==> config.mk <==
export PLATFORM = sky130hd
export DESIGN_NAME = alu_result_stage
export DESIGN_NICKNAME = d
export VERILOG_FILES = /design/src/rtl/alu_result_stage.sv
export SDC_FILE = /design/constraint.sdc
export NUM_CORES = 1
export LEC_CHECK = 0
export CORE_MARGIN = 1
export CORE_UTILIZATION = 50
export DETAILED_ROUTE_END_ITERATION = 10
export GPL_TIMING_DRIVEN = 0
export MAX_ROUTING_LAYER = met4
export PLACE_DENSITY = 0.85
export SLEW_MARGIN = 20
export SYNTH_ARGS = -nofsm -noshare
export SYNTH_HDL_FRONTEND = slang
export SYNTH_SLANG_ARGS = --single-unit
export TNS_END_PERCENT = 10
==> constraint.sdc <==
create_clock -name CLK -period 9.5 [get_ports CLK]
set_clock_uncertainty 0.2 [all_clocks]
set_input_delay 0.95 -clock CLK [delete_from_list [all_inputs] [get_ports CLK]]
set_output_delay 0.95 -clock CLK [all_outputs]
set_load 0.02 [all_outputs]
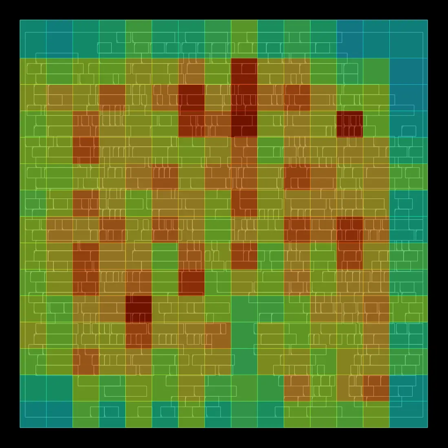
Fig. 1. Congestion heat map (run 1).
share of the core filled with cells in the final layout: 70.6%
met2 Usage GRT: 36.1%

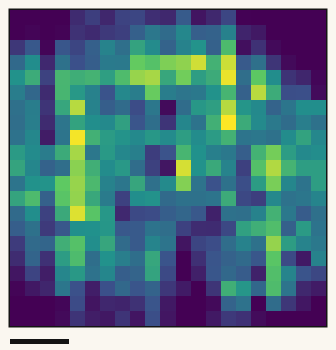
Fig. 2. Signal metal coverage by tile (run 1).
The bar under the picture is 20 microns long. The die is cut into 21 by 21 equal tiles; dark purple is low, yellow is high, scaled to the fullest tile. Values are wire area over tile area, all layers added.
mean over tiles: 0.16
emptiest ninth of the die: south
tiles over half the peak: 26%
fullest tile: 0.45
densest ninth of the die: west
post-detailed-routing wire length: 11700 microns
vias after detailed routing: 3796
per-cell routed wire length: 16.5 microns

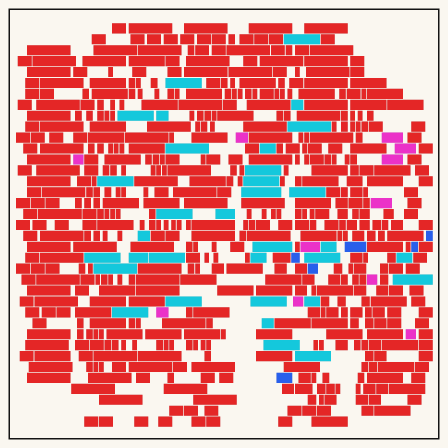
Fig. 3. Drive-strength map (run 1).
[red] drive 1 or less | cells: 523 | share: 91% | most used: clkdlybuf4s50_1
[blue] drive 2 | cells: 6 | share: 1.0%
[cyan] drive 6 and up | cells: 33 | share: 5.8% | most used: clkbuf_16
[magenta] drive 3 to 4 | cells: 11 | share: 1.9% | most used: mux2_4
area of all placed cells without fillers: 7390 sq um
worst setup slack after layout: 5.29 ns
number of non-clock buffers: 134
P&R area growth vs syn: 35.1%

==> run summary, run 1 <==
Summary of the current implementation state.

- The flow ran to the end, and the final reports show no timing, DRC or antenna violations.
- Per the CTS log, the buffer count on the longest clock path is 2.
- The register share of the cell area is 49.6%, for reference.
- Per the run summary, max-cap violations total 0.
- The CTS buffer count is 17, for reference.
- The critical path crosses 5 cells after its start point.
- The maximum fanout along the worst path is 10, for reference.
- In the floorplan report the effective utilization is 52.3%.
- The yosys warning tally is 0, for reference.
- For the worst setup path, the data arrival time is 3.06 ns.
- The number of flops mapped to enable cells by yosys is 72, for reference.
- The first-pass iteration count of the detailed router is 4, for reference.
- The kind of cell with the highest combined delay along the critical path is buffers and inverters.
- Overall power consumption after layout is estimated at 2.38 mW.
- The total combinational power is 914 uW, for reference.
- The post-route antenna net violation count is 0, for reference.
- The slowest stage of the critical path belongs to the cell sky130_fd_sc_hd__clkdlybuf4s50_1.
- The cell count in the Yosys report is 434, for reference.
- The power density of the placed cells is 323 nW/um^2, for reference.
- The synthesis stat section lists a flop and latch total of 132.
- Setup repair after global routing left no endpoint under its margin.
-- run 1: stage by stage --
stage | cells | instance area [sq um]
finish | 709 | 7390
global route | 709 | 7390
CTS | 709 | 7390
detailed placement | 677 | 6770
global placement | 674 | 6680
floorplan | 434 | 5470
-- run 1: layer usage --
metal / vias up / routed length (microns) / track usage, %
met5: - / 0 / -
met4: 0 / 116 / 7.53
met3: 11 / 628 / 6.02
met2: 141 / 5870 / 36.1
met1: 1854 / 5090 / 29.0
li1: 1790 / - / -
-- run 1: logic make-up after synthesis --
group	count (synthesis)	synth area share, %
adder cells (fa/ha/maj)	2	0.458
multiplexers	42	8.08
XOR/XNOR	23	3.68
AND-OR/OR-AND	80	7.67
flip-flops	132	67.0
AND/OR/NAND/NOR	126	10.7
buffers and inverters	29	2.38
Fig. 4: run 1, cells colored by class
The bar under the picture is 20 microns long.
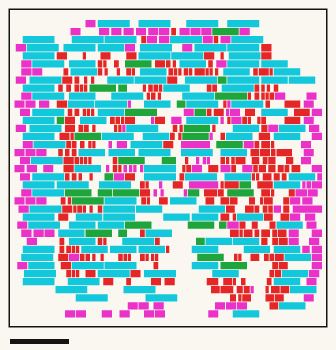

==> run 2, diff against run 1 <==
Settings changed: CORE_UTILIZATION 50 to 46, PLACE_DENSITY 0.85 to 0.82.
Clock period 9.5 ns to 3.8 ns, I/O delays scaled along.
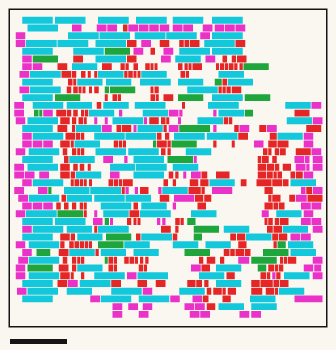
Fig. 5. Cells colored by class (run 2).
The bar under the picture is 20 microns long.
[green] clock drivers and dummy loads | cells: 32
[cyan] flip-flops | cells: 132
[magenta] other buffers and delay cells | cells: 135
[red] all other logic | cells: 275
register fraction of the total cell area: 50.0%
area of all placed cells without fillers: 7320 sq um
core area: 11500 sq um
number of rows created at floorplan: 39

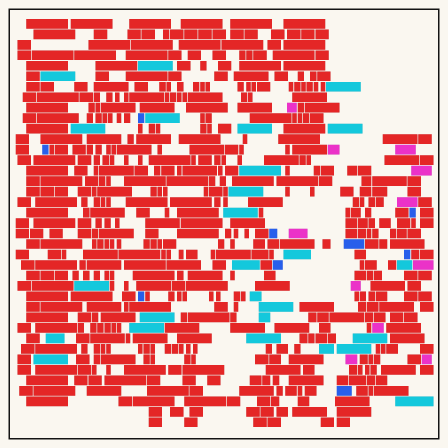
Fig. 6. Drive-strength map (run 2).
[cyan] drive 6 and up | cells: 26 | share: 4.5% | most used: clkbuf_16
[blue] drive 2 | cells: 9 | share: 1.6% | most used: clkinv_2
[magenta] drive 3 to 4 | cells: 11 | share: 1.9% | most used: mux2_4
[red] drive 1 or less | cells: 528 | share: 92% | most used: clkdlybuf4s50_1
P&R area growth vs syn: 33.9%
number of non-clock buffers: 135
worst setup slack after layout: 0.245 ns

==> run 2 against run 1 <==
The run now ends with DRC left. Synthesized cell count is the same. Worst setup slack lost 5.0 ns. Count of clock-buffer cells in the layout is the same. Critical path depth is the same.
==> run summary, run 2 <==
Summary of the current implementation state.

- Adding up every negative setup slack in the final design gives 0 ns.
- The routed wirelength normalized by instance count came to 16.5 microns (+0.16%).
- Dividing the final minimum period by the clock period gives 93.6%.
- The effective utilization at floorplan was 47.5% (-4.8 points).
- The global-route track usage on met1 is 25.1% (-3.9 points).
- In this run switching power makes up 35.6% of total power.
- The maximum buffer depth of the clock tree was 2 (unchanged).
- The power density of the placed cells was 787 nW/um^2 (+140%).
- The most frequent logic cell in the layout is sky130_fd_sc_hd__clkdlybuf4s50_1, for reference.
- The portion of netlist area occupied by mux cells is 8.08% (unchanged).
- The post-route antenna net violation count is 0 (unchanged), for reference.
- On the critical path the largest part of the delay comes from buffers and inverters.
- The CTS buffer count is 17 (unchanged), for reference.
- The detailed route wirelength on metal2 is 5870 microns (about the same), for reference.
- The DRC violation total left in the routed layout is recorded as 14.
- The count of tool warnings is 26, for reference.
- The first-pass iteration count of the detailed router is 8 (+4), for reference.
- The met3 usage is 7.00% (+0.98 points), for reference.
- The synthesized-area fraction occupied by xor and xnor cells is 3.68% (unchanged), for reference.
- The area fraction in full adders, half adders and majority gates came to 0.458% (unchanged).
- The count of state elements after synthesis is 132 (unchanged), for reference.
- The instance area after placement came to 6760 sq um (about the same).
- Among the non-sequential cells, simple AND/OR/NAND/NOR gates take the most area.
- The yosys warning tally is 0 (unchanged), for reference.
- The share of cells above drive strength 1 is 8.01%, for reference.
- The flow ran to the end, but the final reports show violations.
- The highest-delay cell along the critical path is sky130_fd_sc_hd__buf_1, for reference.
- The post-route core utilization is 63.6% (-7.0 points).
- The worst path arrival time is 2.98 ns (-0.08 ns), for reference.
- The met3 wire length came to 706 microns (+12%).
- The H-tree generated during clock tree synthesis spans 4 levels.
- The global routing met2 resource utilization came to 35.0% (-1.1 points).
- The met1 layer wirelength in the final routing came to 5090 microns (-0.14%).
- The complex-gate fraction of the synthesized area is 7.67% (unchanged), for reference.
- The final reports fail on DRC.
- The gate-level netlist out of Yosys references 38 unique cell types.
- The via count is 3790 (-0.16%), for reference.
- The worst hold slack across all endpoints is 0.145 ns, for reference.
- The total combinational power is 2.28 mW (+150%).
- The share of total power dissipated in sequential elements is 34.3%.
- The overall routed net length came to 11900 microns (+1.3%).
## run 2: worst register-to-register path, cell delays in order (launching register included)
cell and delay [ns]:
sky130_fd_sc_hd__dfrtp_1 0.47, sky130_fd_sc_hd__mux2i_1 0.13, sky130_fd_sc_hd__o311ai_0 0.39, sky130_fd_sc_hd__o311ai_1 0.19, sky130_fd_sc_hd__nand2_1 0.12, sky130_fd_sc_hd__and3_1 0.26, sky130_fd_sc_hd__nor2b_4 0.43, sky130_fd_sc_hd__buf_12 0.25
## run 2: per-stage QoR
stage               total power [mW]  std cells
global placement                4.20        681
global route                    6.08        717
finish                          5.76        717
detailed placement              4.27        684
floorplan                       3.27        434
CTS                             5.80        717
Power and IR drop assume default switching activity.
